`config.mk`:
```
export PLATFORM = sky130hd
export DESIGN_NAME = fetch_unit
export DESIGN_NICKNAME = d
export VERILOG_FILES = /design/src/rtl/fetch_unit.sv
export SDC_FILE = /design/constraint.sdc
export NUM_CORES = 1
export LEC_CHECK = 0
export ABC_AREA = 1
export CAP_MARGIN = 15
export CORE_UTILIZATION = 35
export DETAILED_ROUTE_END_ITERATION = 12
export GPL_ROUTABILITY_DRIVEN = 0
export SKIP_LAST_GASP = 1
export SYNTH_ARGS = -nofsm -noshare
export SYNTH_HDL_FRONTEND = slang
export SYNTH_SLANG_ARGS = --single-unit
```
`constraint.sdc`:
```
create_clock -name clk -period 2.13 [get_ports clk]
set_input_delay 0.3195 -clock clk [delete_from_list [all_inputs] [get_ports clk]]
set_output_delay 0.3195 -clock clk [all_outputs]
set_load 0.05 [all_outputs]
```
`src/rtl/fetch_unit.sv`:
```
// Fetch stage: owns the PC, issues one block read at a time to the I-cache and
// pushes each returned block of pc/instruction pairs into the instruction queue.
module fetch_unit #(
  parameter int unsigned INSTR_FETCH_NUM = 2,
  parameter logic [31:0] RESET_PC        = 32'h1eceb000,
  parameter int unsigned WIDTH           = INSTR_FETCH_NUM * 64
) (
  input  logic                         clk,
  input  logic                         rst_n,
  input  logic                         mispredict,
  input  logic [31:0]                  redirect_pc,
  output logic [31:0]                  imem_addr,
  output logic                         imem_req,
  input  logic [32*INSTR_FETCH_NUM-1:0] imem_rdata,
  input  logic                         imem_resp,
  output logic [WIDTH-1:0]             iq_wdata,
  output logic                         iq_push,
  input  logic                         iq_full
);

  typedef struct packed {
    logic [31:0] pc;
    logic [31:0] instr;
  } pc_instr_t;

  typedef enum logic [1:0] {
    WAIT    = 2'd0,
    STALL   = 2'd1,
    DISCARD = 2'd2
  } state_t;

  localparam logic [31:0] BLOCK_BYTES = 32'(4 * INSTR_FETCH_NUM);

  state_t                        r_state, w_state_nxt;
  logic [31:0]                   r_pc, w_pc_nxt;
  logic [31:0]                   r_req_pc, w_req_pc_nxt;
  logic [32*INSTR_FETCH_NUM-1:0] r_hold_data, w_hold_nxt;
  logic [32*INSTR_FETCH_NUM-1:0] w_src;
  logic [31:0]                   w_target;
  logic [31:0]                   w_seq_pc;
  logic                          w_req;
  logic                          w_push;

  assign w_target = redirect_pc & ~32'h3;
  assign w_seq_pc = r_req_pc + BLOCK_BYTES;

  always_ff @(posedge clk or negedge rst_n) begin
    if (!rst_n) begin
      r_state     <= WAIT;
      r_pc        <= RESET_PC;
      r_req_pc    <= RESET_PC;
      r_hold_data <= '0;
    end else begin
      r_state     <= w_state_nxt;
      r_pc        <= w_pc_nxt;
      r_req_pc    <= w_req_pc_nxt;
      r_hold_data <= w_hold_nxt;
    end
  end

  // Mispredict is evaluated first in every state and always suppresses the push.
  always_comb begin
    w_state_nxt  = r_state;
    w_pc_nxt     = r_pc;
    w_req_pc_nxt = r_req_pc;
    w_hold_nxt   = r_hold_data;
    w_src        = imem_rdata;
    w_req        = 1'b0;
    w_push       = 1'b0;
    case (r_state)
      WAIT: begin
        w_req = 1'b1;
        if (mispredict) begin
          w_pc_nxt = w_target;
          if (imem_resp) w_req_pc_nxt = w_target;
          else           w_state_nxt  = DISCARD;
        end else if (imem_resp) begin
          if (!iq_full) begin
            w_push       = 1'b1;
            w_pc_nxt     = w_seq_pc;
            w_req_pc_nxt = w_seq_pc;
          end else begin
            w_hold_nxt  = imem_rdata;
            w_state_nxt = STALL;
          end
        end
      end
      STALL: begin
        w_src = r_hold_data;
        if (mispredict) begin
          w_pc_nxt     = w_target;
          w_req_pc_nxt = w_target;
          w_state_nxt  = WAIT;
        end else if (!iq_full) begin
          w_push       = 1'b1;
          w_pc_nxt     = w_seq_pc;
          w_req_pc_nxt = w_seq_pc;
          w_state_nxt  = WAIT;
        end
      end
      DISCARD: begin
        // The stale request must be completed before the target can be requested.
        w_req = 1'b1;
        if (mispredict) begin
          w_pc_nxt = w_target;
        end else if (imem_resp) begin
          w_req_pc_nxt = r_pc;
          w_state_nxt  = WAIT;
        end
      end
      default: w_state_nxt = WAIT;
    endcase
  end

  always_comb begin
    iq_wdata = '0;
    if (rst_n) begin
      for (int unsigned i = 0; i < INSTR_FETCH_NUM; i++) begin
        iq_wdata[64*i +: 64] = pc_instr_t'{pc: r_req_pc + 32'(4 * i), instr: w_src[32*i +: 32]};
      end
    end
  end

  assign imem_req  = rst_n & w_req;
  assign iq_push   = rst_n & w_push;
  assign imem_addr = rst_n ? {r_req_pc[31:2], 2'b00} : RESET_PC;

endmodule

```
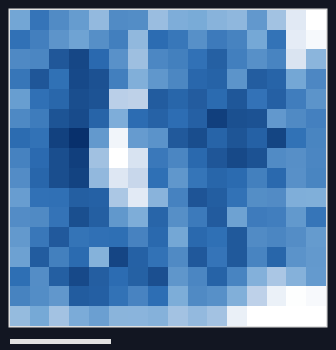
*Cell density map, run 1*
The bar under the picture is 50 µm long. The die is cut into 16 by 16 equal tiles; white is low, dark blue is high, 0 to 100% covered.
tiles over 75% full	32%
emptiest ninth of the die	bottom right
fullest tile	100%
nearly empty tiles	2.7%

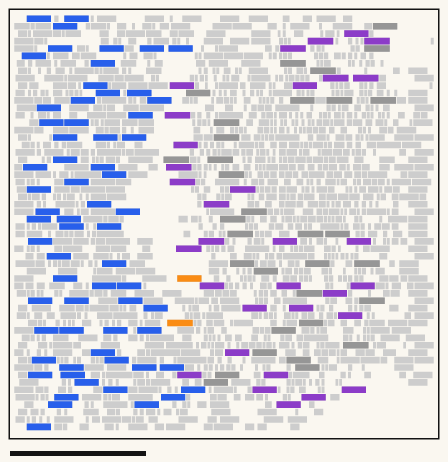
*Sequential cells grouped by signal name, run 1*
The bar under the picture is 50 µm long. Other sequential cells in the stronger gray, the rest of the logic in the fainter gray.
color	netlist name	flops
orange	`r_state`	2
blue	`r_hold_data`	64
purple	`r_pc`	32
not colored	32
Sequential Area: 0.00329 mm²
Post-Route Utilization: 0.676
sequential share of cell area: 0.207
P_seq: 4.90 mW

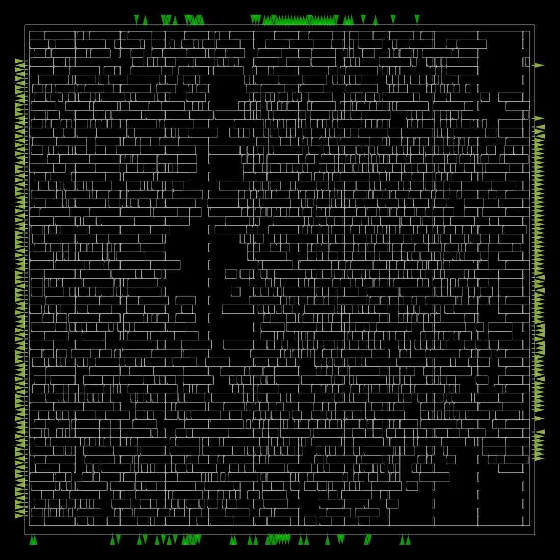
*Placement view, run 1*
std cell rows: 56
fill count: 1837
Tapcell Cnt: 319

==> PnR_summary.wiki, run 1 <==
== Flow metrics ==
{| class="wikitable"
! Metric !! Value
|-
| Number of standard cells in the layout, taps in and fillers out || 1906
|-
| Worst Setup Path Type || reg -> out
|-
| Die width || 157 µm
|-
| Worst-path cell with the longest stage delay || sky130_fd_sc_hd__dfrtp_1
|-
| Logic depth of the worst register-to-register path || 15
|-
| Total of max-cap violations || 0
|-
| Number of warnings printed during yosys synthesis || 0
|-
| Number of combinational gates with multiple inputs || 839
|-
| Placed wire-length estimate || 21100 µm
|-
| Comb pwr share || 0.606
|-
| Top cell category || non-clock buffers
|-
| Clock-pin slew reported for the worst setup and hold paths after clock tree synthesis || 0.07 ns
|-
| Met3 track demand over resource || 0.0972
|-
| Flip-flops || 130
|-
| Clock Power || 2.99 mW
|-
| Synthesized registers || 130
|-
| Most used standard cell by instance count after synthesis || sky130_fd_sc_hd__nand2_1
|-
| Xor/xnor share || 0.0156
|-
| CTS tree || built
|-
| Gate count of the mapped netlist || 1235
|-
| Share of layout cells above drive strength 1 || 0.393
|-
| Switching share of total power || 0.467
|-
| Signal arrival time at the worst endpoint || 2.23 ns
|-
| Top-area cell share || 0.316
|-
| Clk Tree Root Cell || sky130_fd_sc_hd__clkbuf_16
|-
| Internal power summed over all cells || 10.7 mW
|-
| Maximum clock skew at final layout || 0.0107 ns
|-
| Commonest cells in the synthesized netlist || sky130_fd_sc_hd__nand2_1, sky130_fd_sc_hd__a21oi_1, sky130_fd_sc_hd__o21ai_0, sky130_fd_sc_hd__inv_1, sky130_fd_sc_hd__nor2_1
|-
| Final setup slack of the worst path || -0.421 ns
|-
| Number of cell instances after yosys synthesis || 1235
|-
| Type of element launching the critical path || register
|-
| Setup violators final || 44
|-
| Proportion of synthesized flip-flops having asynchronous set or reset || 1.00
|-
| Detailed-routing iteration count for the pre-antenna-repair pass || 5
|-
| GRT Max-Usage Layer || met2
|-
| Worst hold-check path type || in -> async
|-
| Critical R2R Capture || r_pc[26]$_DFFE_PN1P_
|-
| Worst-skew pair later-pin latency || 0.43 ns
|-
| Max Clk Rate || 392 MHz
|-
| Dominant cell type by count on the critical path || sky130_fd_sc_hd__nor2_2
|-
| Total overflow reported by the global router || 0
|-
| Detailed-routed wire length on met3 || 3310 µm
|-
| Flip-flop count of the largest register after layout || 64
|-
| Die height || 157 µm
|-
| Time the worst path needs with I/O delays and setup || 2.55 ns
|-
| Cells along the critical path || buf_4, ha_4, nand2_4, nor2_1, inv_1, nor2_2, nand3_1, xor2_1, nor2_2, buf_12
|-
| Slew Viols, Final || 0
|-
| Global-route wire length before repair || 48100 µm
|-
| CLK BUF || 19
|-
| Highest net fanout along the worst path || 3
|-
| Flop pwr share || 0.245
|-
| Mux share of post-synthesis cell area || 0
|-
| Area of all placed cells without fillers || 0.0159 mm²
|-
| Routed met2 length || 15900 µm
|-
| Setup slack of the worst register-to-register path || 0.11 ns
|-
| Comb gate area || 0.00515 mm²
|-
| Ys flop type || sky130_fd_sc_hd__dfrtp_1
|-
| TritonCTS buffer count || 17
|-
| Area growth syn-to-layout || 89.0%
|-
| Clock network area share || 0.0368
|-
| Remaining routing DRC violations || 0
|-
| Peak supply drop || 0.551 mV
|-
| Count of hold buffers inserted by post-cts repair || 4
|-
| Leading cell type in the layout, fill and taps excluded || sky130_fd_sc_hd__nand2_1
|-
| DRT iter0 DRCs || 606
|-
| Tool Warnings || 31
|-
| Placed cell area || 0.0136 mm²
|-
| Worst r2r src || r_req_pc[17]$_DFFE_PN1P_
|-
| Maximum root-to-sink buffer count || 2
|-
| Worst hold-check slack || 0.0394 ns
|-
| Beginning of the critical path || r_req_pc[3]$_DFFE_PN0P_
|-
| Relative area of non-clock buffer cells in the final design || 0.359
|-
| Maximum number of pins on one net before global-route repair || 77
|-
| Met1 layer usage reported by global route || 0.305
|-
| Flip-flops with a built-in enable || 0
|-
| Registers with the highest flip-flop counts || r_hold_data x64, r_pc x32, r_req_pc x32
|-
| Endpoint of the worst setup timing path || iq_wdata[121]
|-
| RSZ-0062 raised after global routing || yes
|-
| Power density relative to cell area || 1260 mW/mm²
|-
| Number of antenna-violating nets in the routed design || 0
|-
| Number of distinct library cells after synthesis || 40
|-
| Kind of end point of the critical path || output pin
|-
| Result of the run || complete, but fails checks
|-
| # clock sinks || 130
|-
| Critical Path Max Stage Delay || 0.36 ns
|-
| Setup TNS Final || -8.11 ns
|-
| Failing checks || negative setup slack
|-
| Post_cts resized || 61
|-
| Post-Syn Area || 0.00840 mm²
|-
| Yosys Chip Area || 0.00840 mm²
|}
### PDN straps and rails, run 1

The bar under the picture is 50 µm long. Pins as bars on the die edge. Tap cells in gray.
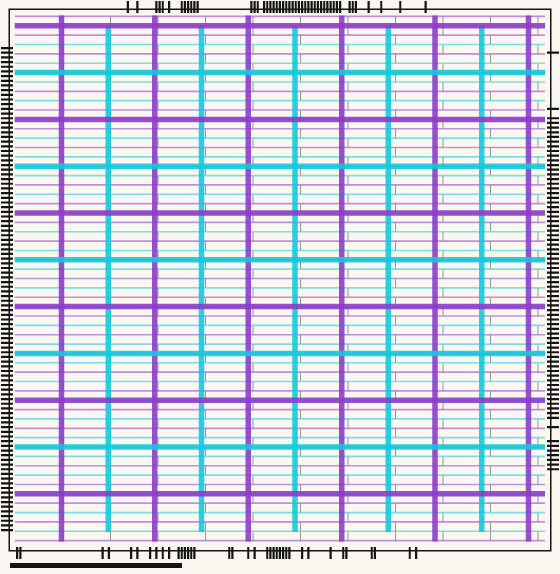

## Run 2: what changed since run 1
Clock period 2.13 ns to 2.5 ns, I/O delays scaled along.
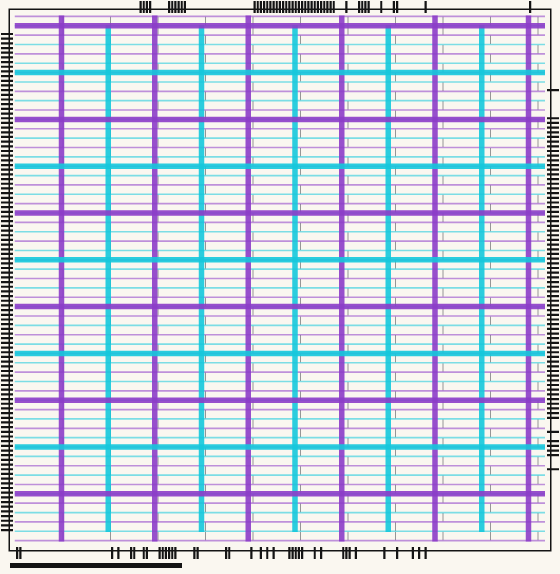
*PDN straps and rails, run 2*
The bar under the picture is 50 µm long. Pins as bars on the die edge. Tap cells in gray.
color	net
purple	VSS
cyan	VDD
met4 straps	11
met1 rails	57
rows	56

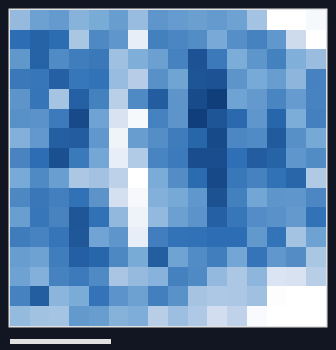
*Cell density map, run 2*
The bar under the picture is 50 µm long. The die is cut into 16 by 16 equal tiles; white is low, dark blue is high, 0 to 100% covered.
mean over tiles	55%
tiles over 75% full	16%
fullest tile	94%
nearly empty tiles	3.9%
emptiest ninth of the die	bottom right
total core area: 0.0235 mm²
Pre-Place Util: 0.358
Post-Route Utilization: 0.599

==> run 2 against run 1 <==
Effect of this change:
- the flow still finishes with violations (negative setup slack)
- highest routed layer is now met4
- worst hold slack gained 0.011 ns
- die size unchanged
- core utilization decreased by 7.8 points
- clock skew decreased by 0.00096 ns
- clock power shrank 12%
==> PnR_summary.wiki, run 2 <==
== Flow metrics ==
{| class="wikitable"
! Metric !! Value
|-
| Worst Setup Path Type || reg -> out
|-
| DRT iter0 DRCs || 648
|-
| Share of layout cells above drive strength 1 || 0.296
|-
| Remaining routing DRC violations || 0
|-
| Die width || 157 µm
|-
| Flip-flops || 130
|-
| Kind of end point of the critical path || output pin
|-
| Signal arrival time at the worst endpoint || 2.20 ns
|-
| Maximum root-to-sink buffer count || 2
|-
| Detailed-routed wire length on met3 || 3300 µm
|-
| Mux share of post-synthesis cell area || 0
|-
| Clock Power || 2.63 mW
|-
| Tool Warnings || 31
|-
| Registers with the highest flip-flop counts || r_hold_data x64, r_pc x32, r_req_pc x32
|-
| Gate count of the mapped netlist || 1235
|-
| Clock network area share || 0.0434
|-
| Global-route wire length before repair || 45700 µm
|-
| Detailed-routing iteration count for the pre-antenna-repair pass || 5
|-
| Total of max-cap violations || 0
|-
| Met3 track demand over resource || 0.0925
|-
| Max Clk Rate || 388 MHz
|-
| Comb gate area || 0.00446 mm²
|-
| Placed cell area || 0.0127 mm²
|-
| Yosys Chip Area || 0.00840 mm²
|-
| Fill count || 2051
|-
| RSZ-0062 raised after global routing || yes
|-
| Time the worst path needs with I/O delays and setup || 2.58 ns
|-
| Worst hold-check slack || 0.0506 ns
|-
| Highest net fanout along the worst path || 5
|-
| Tapcell Cnt || 319
|-
| Worst hold-check path type || in -> async
|-
| Synthesized registers || 130
|-
| Std cell rows || 56
|-
| Setup violators final || 12
|-
| Number of cell instances after yosys synthesis || 1235
|-
| Logic depth of the worst register-to-register path || 7
|-
| GRT Max-Usage Layer || met2
|-
| Power density relative to cell area || 1130 mW/mm²
|-
| Number of warnings printed during yosys synthesis || 0
|-
| Die height || 157 µm
|-
| Failing checks || negative setup slack
|-
| Routed met2 length || 13600 µm
|-
| Number of combinational gates with multiple inputs || 839
|-
| Clock-pin slew reported for the worst setup and hold paths after clock tree synthesis || 0.06 ns
|-
| Final setup slack of the worst path || -0.0776 ns
|-
| Clk Tree Root Cell || sky130_fd_sc_hd__clkbuf_16
|-
| Peak supply drop || 0.558 mV
|-
| Count of hold buffers inserted by post-cts repair || 1
|-
| Flip-flops with a built-in enable || 0
|-
| Top cell category || non-clock buffers
|-
| Ys flop type || sky130_fd_sc_hd__dfrtp_1
|-
| Worst r2r src || r_req_pc[5]$_DFFE_PN0P_
|-
| # clock sinks || 130
|-
| CLK BUF || 17
|-
| Flip-flop count of the largest register after layout || 64
|-
| Result of the run || complete, but fails checks
|-
| Internal power summed over all cells || 8.49 mW
|-
| Cells along the critical path || nand2_1, nor2_2, nand2_2, nor2_1, a21oi_1, nor3_2, buf_12
|-
| TritonCTS buffer count || 17
|}
### Placement view, run 2

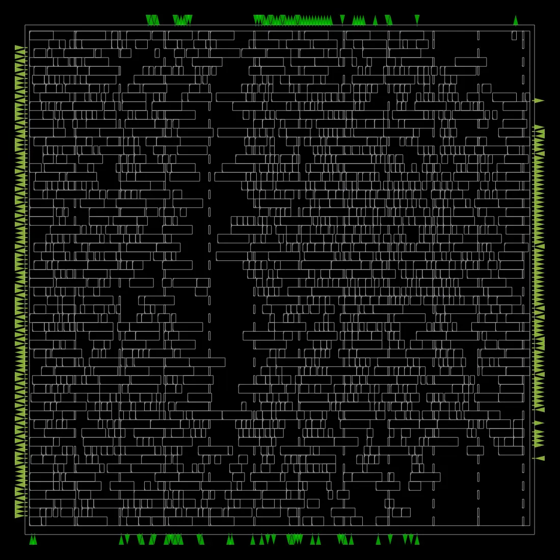

## Run 3: what changed since run 2
Settings changed: SKIP_LAST_GASP 1 to default, SLEW_MARGIN from default to 20.
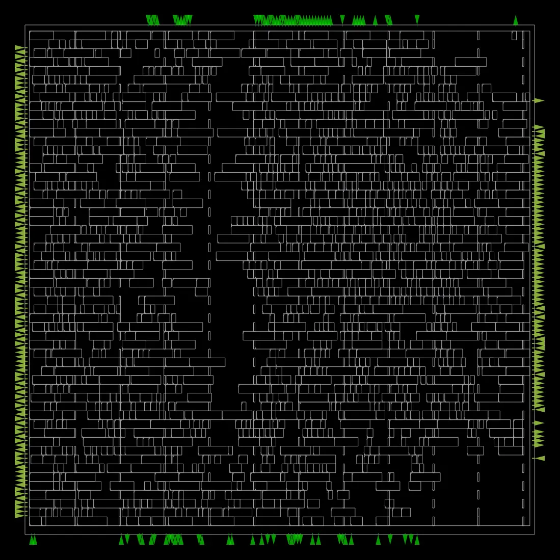
*Placement view, run 3*
sequential share of cell area: 0.234
fill count: 2050
number of standard cells in the layout, taps in and fillers out: 1826
Post-Route Utilization: 0.599

==> run 3 against run 2 <==
Effect of this change:
- the flow still finishes with violations (negative setup slack)
- global-route usage did not move
- sequential share of layout area barely moved
- combinational power is essentially flat
- clock skew shrank 0.00054 ns
- total power is 0.11% higher
- largest cell class unchanged
==> PnR_summary.wiki, run 3 <==
== Flow metrics ==
{| class="wikitable"
! Metric !! Value
|-
| Gate count of the mapped netlist || 1235
|-
| Maximum root-to-sink buffer count || 2
|-
| Die height || 157 µm
|-
| Ys flop type || sky130_fd_sc_hd__dfrtp_1
|-
| Proportion of synthesized flip-flops having asynchronous set or reset || 1.00
|-
| Post-Syn Area || 0.00840 mm²
|-
| Met3 track demand over resource || 0.0925
|-
| Beginning of the critical path || r_req_pc[12]$_DFFE_PN1P_
|-
| Max Clk Rate || 390 MHz
|-
| Failing checks || negative setup slack
|-
| Flip-flop count of the largest register after layout || 64
|-
| Clock network area share || 0.0433
|-
| CTS tree || built
|-
| Setup TNS Final || -0.326 ns
|-
| Logic depth of the worst register-to-register path || 7
|-
| Met1 layer usage reported by global route || 0.291
|-
| Mux share of post-synthesis cell area || 0
|-
| Number of antenna-violating nets in the routed design || 0
|-
| Relative area of non-clock buffer cells in the final design || 0.331
|-
| Synthesized registers || 130
|-
| # clock sinks || 130
|-
| TritonCTS buffer count || 17
|-
| Signal arrival time at the worst endpoint || 2.19 ns
|-
| Number of warnings printed during yosys synthesis || 0
|-
| Sequential Area || 0.00329 mm²
|-
| Switching share of total power || 0.464
|-
| Flip-flops with a built-in enable || 0
|-
| Std cell rows || 56
|-
| Setup violators final || 13
|-
| Die width || 157 µm
|-
| Highest net fanout along the worst path || 5
|-
| CLK BUF || 17
|-
| Most used standard cell by instance count after synthesis || sky130_fd_sc_hd__nand2_1
|-
| Commonest cells in the synthesized netlist || sky130_fd_sc_hd__nand2_1, sky130_fd_sc_hd__a21oi_1, sky130_fd_sc_hd__o21ai_0, sky130_fd_sc_hd__inv_1, sky130_fd_sc_hd__nor2_1
|-
| Total overflow reported by the global router || 0
|-
| Top-area cell share || 0.316
|-
| Slew Viols, Final || 0
|-
| Pre-Place Util || 0.358
|-
| Worst hold-check slack || 0.0511 ns
|-
| Leading cell type in the layout, fill and taps excluded || sky130_fd_sc_hd__nand2_1
|-
| Number of combinational gates with multiple inputs || 839
|-
| Internal power summed over all cells || 8.49 mW
|-
| Top cell category || non-clock buffers
|-
| Maximum number of pins on one net before global-route repair || 84
|-
| Final setup slack of the worst path || -0.0657 ns
|-
| Type of element launching the critical path || register
|-
| Detailed-routed wire length on met3 || 3250 µm
|-
| Cells along the critical path || nand2_1, nor2_2, nand2_2, nor2_1, a21oi_1, nor3_2, buf_12
|-
| Clk Tree Root Cell || sky130_fd_sc_hd__clkbuf_16
|-
| Remaining routing DRC violations || 0
|-
| Worst-skew pair later-pin latency || 0.43 ns
|-
| Xor/xnor share || 0.0156
|-
| Comb gate area || 0.00446 mm²
|-
| Setup slack of the worst register-to-register path || 0.59 ns
|-
| Top power group || combinational cells
|-
| Count of hold buffers inserted by post-cts repair || 1
|-
| Detailed-routing iteration count for the pre-antenna-repair pass || 5
|-
| Worst hold-check path type || in -> async
|-
| Yosys Chip Area || 0.00840 mm²
|-
| Time the worst path needs with I/O delays and setup || 2.57 ns
|-
| GRT Max-Usage Layer || met2
|-
| Worst-path cell with the longest stage delay || sky130_fd_sc_hd__dfstp_2
|-
| Worst Setup Path Type || reg -> out
|-
| Endpoint of the worst setup timing path || iq_wdata[118]
|-
| DRT iter0 DRCs || 571
|-
| Number of cell instances after yosys synthesis || 1235
|-
| Kind of end point of the critical path || output pin
|-
| Result of the run || complete, but fails checks
|-
| Routed met2 length || 13700 µm
|-
| Critical R2R Capture || r_pc[12]$_DFFE_PN1P_
|-
| Non-clk invs || 168
|-
| RSZ-0062 raised after global routing || yes
|-
| Total core area || 0.0235 mm²
|-
| P_seq || 4.06 mW
|-
| Power density relative to cell area || 1130 mW/mm²
|-
| Critical Path Max Stage Delay || 0.57 ns
|-
| Maximum clock skew at final layout || 0.00921 ns
|-
| Peak supply drop || 0.559 mV
|-
| Tool Warnings || 31
|-
| Tapcell Cnt || 319
|-
| Area of all placed cells without fillers || 0.0141 mm²
|-
| Placed cell area || 0.0127 mm²
|-
| Area growth syn-to-layout || 67.4%
|-
| Number of distinct library cells after synthesis || 40
|}
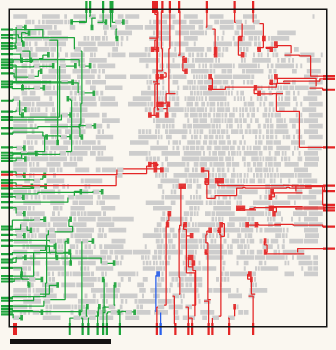
*Nets reached from selected ports, run 3*
The bar under the picture is 50 µm long.
color	port	bits	direction	edge	end cells	buffers	wire
red	`redirect_pc`	32	input	11 right, 10 bottom, 9 top, 2 left	59	30	1490 µm
blue	`iq_push`	1	output	bottom	1	1	24.8 µm
green	`imem_rdata`	64	input	52 left, 7 bottom, 5 top	64	64	1430 µm
Port Buffer Count: 258
I/O Pins: 263

Power and IR drop assume default switching activity.
